**Run 1: a small window of the routed layout**

Region (70, 70) to (120, 120) µm. Cells in grey, sequential cells in the stronger grey; small squares are vias.
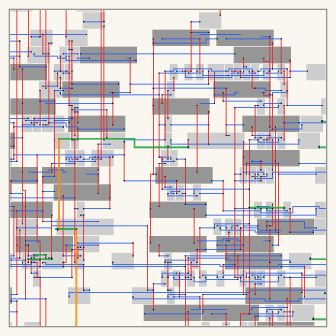
**Run 1: clock wiring as the flow saved it**

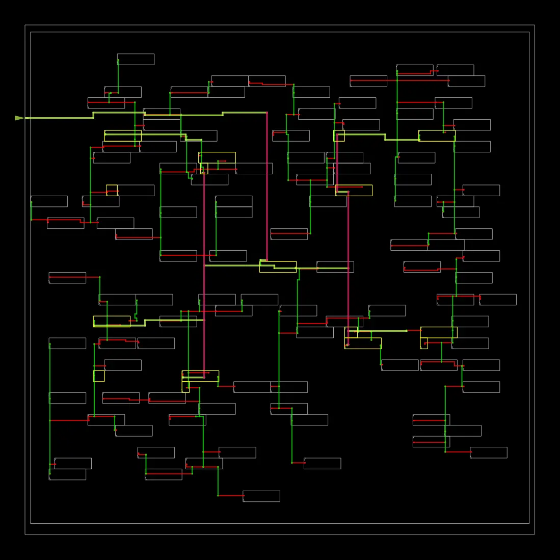
**Run 1: metal 3**

Drawn at 4 px/µm. Cells faint in the background.
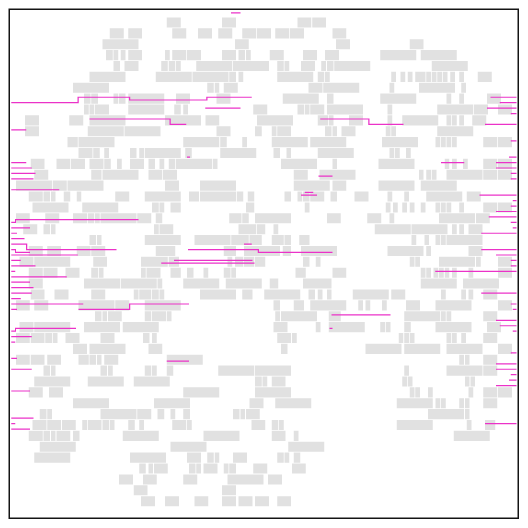
[config.mk]
export PLATFORM = sky130hd
export DESIGN_NAME = serial_nbit_sub
export DESIGN_NICKNAME = d
export VERILOG_FILES = /design/src/rtl/serial_nbit_sub.sv
export SDC_FILE = /design/constraint.sdc
export NUM_CORES = 1
export LEC_CHECK = 0
export ABC_CLOCK_PERIOD_IN_PS = 4170
export CORE_MARGIN = 1
export CORE_UTILIZATION = 30
export CTS_CLUSTER_DIAMETER = 100
export CTS_CLUSTER_SIZE = 16
export DETAILED_ROUTE_END_ITERATION = 8
export PLACE_DENSITY = 0.5
export SLEW_MARGIN = 20
export SYNTH_ARGS = -nofsm -noshare
export SYNTH_HDL_FRONTEND = slang
export SYNTH_SLANG_ARGS = --single-unit
[constraint.sdc]
create_clock -name clk -period 4.17 [get_ports clk]
set_input_delay 0.834 -clock clk [delete_from_list [all_inputs] [get_ports clk]]
set_output_delay 0.834 -clock clk [all_outputs]
set_load 0.005 [all_outputs]
[src/rtl/serial_nbit_sub.sv]
// Bit-serial N-bit unsigned subtractor with borrow-in/borrow-out.
// Operands are accepted in IDLE, one bit per clock in BUSY (LSB first), and the result is held in DONE until taken.
module serial_nbit_sub #(
    parameter int unsigned N = 32
) (
    input  logic         clk,
    input  logic         rst_n,
    input  logic         in_valid,
    output logic         in_ready,
    input  logic [N-1:0] a,
    input  logic [N-1:0] b,
    input  logic         b_in,
    output logic         out_valid,
    input  logic         out_ready,
    output logic [N-1:0] diff,
    output logic         b_out
);

    localparam int unsigned CW = (N > 1) ? $clog2(N) : 1;

    typedef enum logic [1:0] {
        IDLE = 2'd0,
        BUSY = 2'd1,
        DONE = 2'd2
    } state_t;

    state_t          state;
    state_t          state_nx;
    logic [N-1:0]    a_q;
    logic [N-1:0]    b_q;
    logic            br;
    logic [CW-1:0]   cnt;
    logic            last;
    logic            d_bit;
    logic            br_nx;

    assign last  = (cnt == CW'(N - 1));
    assign d_bit = a_q[0] ^ b_q[0] ^ br;
    assign br_nx = (~a_q[0] & b_q[0]) | (~(a_q[0] ^ b_q[0]) & br);

    // Handshake outputs are decoded straight from the state register.
    assign in_ready  = (state == IDLE);
    assign out_valid = (state == DONE);

    always_ff @(posedge clk or negedge rst_n) begin
        if (!rst_n) begin
            state <= IDLE;
        end else begin
            state <= state_nx;
        end
    end

    always_comb begin
        state_nx = state;
        case (state)
            IDLE:    if (in_valid)  state_nx = BUSY;
            BUSY:    if (last)      state_nx = DONE;
            DONE:    if (out_ready) state_nx = IDLE;
            default: state_nx = IDLE;
        endcase
    end

    // Operand shift registers shift right; diff fills from the MSB so it is aligned after N bits.
    always_ff @(posedge clk or negedge rst_n) begin
        if (!rst_n) begin
            a_q   <= '0;
            b_q   <= '0;
            br    <= 1'b0;
            cnt   <= '0;
            diff  <= '0;
            b_out <= 1'b0;
        end else begin
            case (state)
                IDLE: begin
                    if (in_valid) begin
                        a_q <= a;
                        b_q <= b;
                        br  <= b_in;
                        cnt <= '0;
                    end
                end
                BUSY: begin
                    a_q  <= {1'b0, a_q[N-1:1]};
                    b_q  <= {1'b0, b_q[N-1:1]};
                    br   <= br_nx;
                    diff <= {d_bit, diff[N-1:1]};
                    if (last) begin
                        b_out <= br_nx;
                    end else begin
                        cnt <= cnt + CW'(1);
                    end
                end
                default: ;
            endcase
        end
    end

endmodule

==> GITHUB_STEP_SUMMARY, run 1 <==
### Metrics collected by this job

| Metric | Value |
|---|---|
| Largest net degree at the start of global routing | 72 |
| Layout cells sized above 1 | 4.87% |
| Clk_lat worst skew | 0.35 ns |
| RR Startpoint | state[0] |
| Core Util at FP | 30.8% |
| Ys Warns | 0 |
| Status | finished, final reports clean |
| Tmin final | 2.50 ns |
| Post-Synth AOI/OAI Area | 9.01% |
| DP HPWL | 6.57 mm |
| XOR Share, Synth | 0% |
| Worst path max stage delay | 0.52 ns |
| Top cells by area, synth | dfrtp_1 56%, mux2i_1 13%, nand2_1 13% |
| Placeable Area | 15200 µm² |
| Port bufs | 103 |
| Largest type area fraction | 56.2% |
| Sequential cell power | 1.76 mW |
| CTS Buffer Depth | 2 |
| Die span in x | 127 µm |
| First-pass GRT wire length | 16.5 mm |
| Sw Ratio | 34.7% |
| Setup repair bufs after CTS | 0 |
| Setup TNS Final | 0 ns |
| Final Hold Viols | 0 |
| Post-Syn Nets | 530 |
| Most frequent cells in the layout | 162 x nand2_1, 105 x dfrtp_1, 102 x clkdlybuf4s50_1 |
| GR Util met3 | 4.26% |
| Worst path depth | 3 |
| Gate Area | 1780 µm² |
| Max-Cap Viols | 0 |
| Worst rel slew slack | 38.1% |
| Most area-hungry cell type in the Yosys netlist | dfrtp_1 |
| Clock Tree Root | clkbuf_16 |
Back to the opening pictures, 'a small window of the routed layout':
Blue is metal 1. Orange is metal 4. Red is metal 2. Green is metal 3.
Sequential cells in the window: 25. 112 logic cells have their middle in the window. Netlist names of flops here include diff (16), a_q (9). Most frequent: nand2_1 (55), dfrtp_1 (25), clkdlybuf4s50_1 (12).

Back to the opening pictures, 'clock wiring as the flow saved it':
flip-flops: 105
clk_skew: 0.00658 ns

Back to the opening pictures, 'metal 3':
The wires run mostly horizontal. The layer carries 643 µm of wire. The layer holds 6.6% of the routed length.
via count: 3358
Routed WL: 9.72 mm

--- run 2 (diff from run 1) ---
ABC_CLOCK_PERIOD_IN_PS = 2540   (was 4170)
clock period = 2.54 ns   (was 4.17 ns; I/O delays follow)
==> run 2 against run 1 <==
Design area is 2.0% higher. Combinational power is 68% higher. Global-route usage fell by 0.24 points. Sequential share of layout area fell by 0.83 points. Via count rose by 0.92%. Setup slack got worse by 1.3 ns. Critical path depth did not move. First-iteration DRC count is 21% lower. Clock power grew 84%. Synthesized cell count unchanged. Sequential cell count stayed put. Die size did not move. Critical endpoint unchanged. Largest power group unchanged.
==> GITHUB_STEP_SUMMARY, run 2 <==
### Metrics collected by this job

| Metric | Value |
|---|---|
| Worst path max stage delay | 0.50 ns (was 0.52 ns) |
| Top cells by area, synth | dfrtp_1 56%, mux2i_1 13%, nand2_1 13% (unchanged) |
| Placeable Area | 15200 µm² (unchanged) |
| Clock Tree Root | clkbuf_16 (unchanged) |
| Port bufs | 103 (unchanged) |
| Flip-flops | 105 (unchanged) |
| Core Util at FP | 30.8% (unchanged) |
| Largest type area fraction | 56.2% (unchanged) |
| Most frequent cells in the layout | 162 x nand2_1, 105 x dfrtp_1, 102 x clkdlybuf4s50_1 (unchanged) |
| Worst path depth | 3 (unchanged) |
| Final Hold Viols | 0 (unchanged) |
| Clk_lat worst skew | 0.35 ns (about the same) |
| Tmin final | 2.17 ns |
| Setup TNS Final | 0 ns (unchanged) |
| Setup repair bufs after CTS | 0 (unchanged) |
| Post-Synth AOI/OAI Area | 9.01% (unchanged) |
| RR Startpoint | cnt[0] (was state[0]) |
| Die span in x | 127 µm (unchanged) |
| First-pass GRT wire length | 16.4 mm (was 16.5 mm) |
| Worst rel slew slack | 58.6% (was 38.1%) |
| Sw Ratio | 33.6% (was 34.7%) |
| Largest net degree at the start of global routing | 49 (was 72) |
| Layout cells sized above 1 | 5.04% (was 4.87%) |
| Gate Area | 1780 µm² (unchanged) |
| Sequential cell power | 2.88 mW (was 1.76 mW) |
| Status | finished, final reports clean (unchanged) |
| Max-Cap Viols | 0 (unchanged) |
| Most area-hungry cell type in the Yosys netlist | dfrtp_1 (unchanged) |
| CTS Buffer Depth | 2 (unchanged) |
| GR Util met3 | 2.57% (was 4.26%) |
| XOR Share, Synth | 0% (unchanged) |
**Run 2: M4 wires**

Drawn at 3 px/µm. Supply wires on this layer in grey. Cells faint in the background.
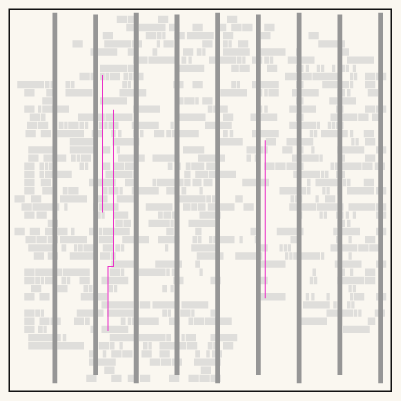
The layer holds 1.8% of the routed length. 2 nets have wire on it.
Routed WL: 9.66 mm
via count: 3389

**Run 2: clock wiring as the flow saved it**

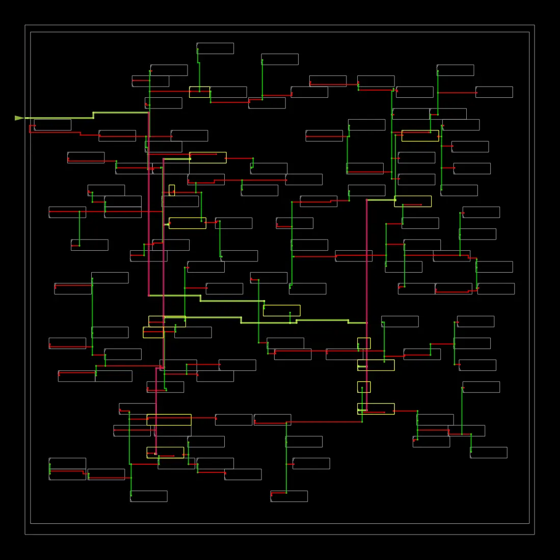
clk_skew: 0.00642 ns
clock buf count: 12
clk sinks: 105
Num CTS Buffers: 9

Power figures rest on the tool's default switching activity, not on a simulated workload.
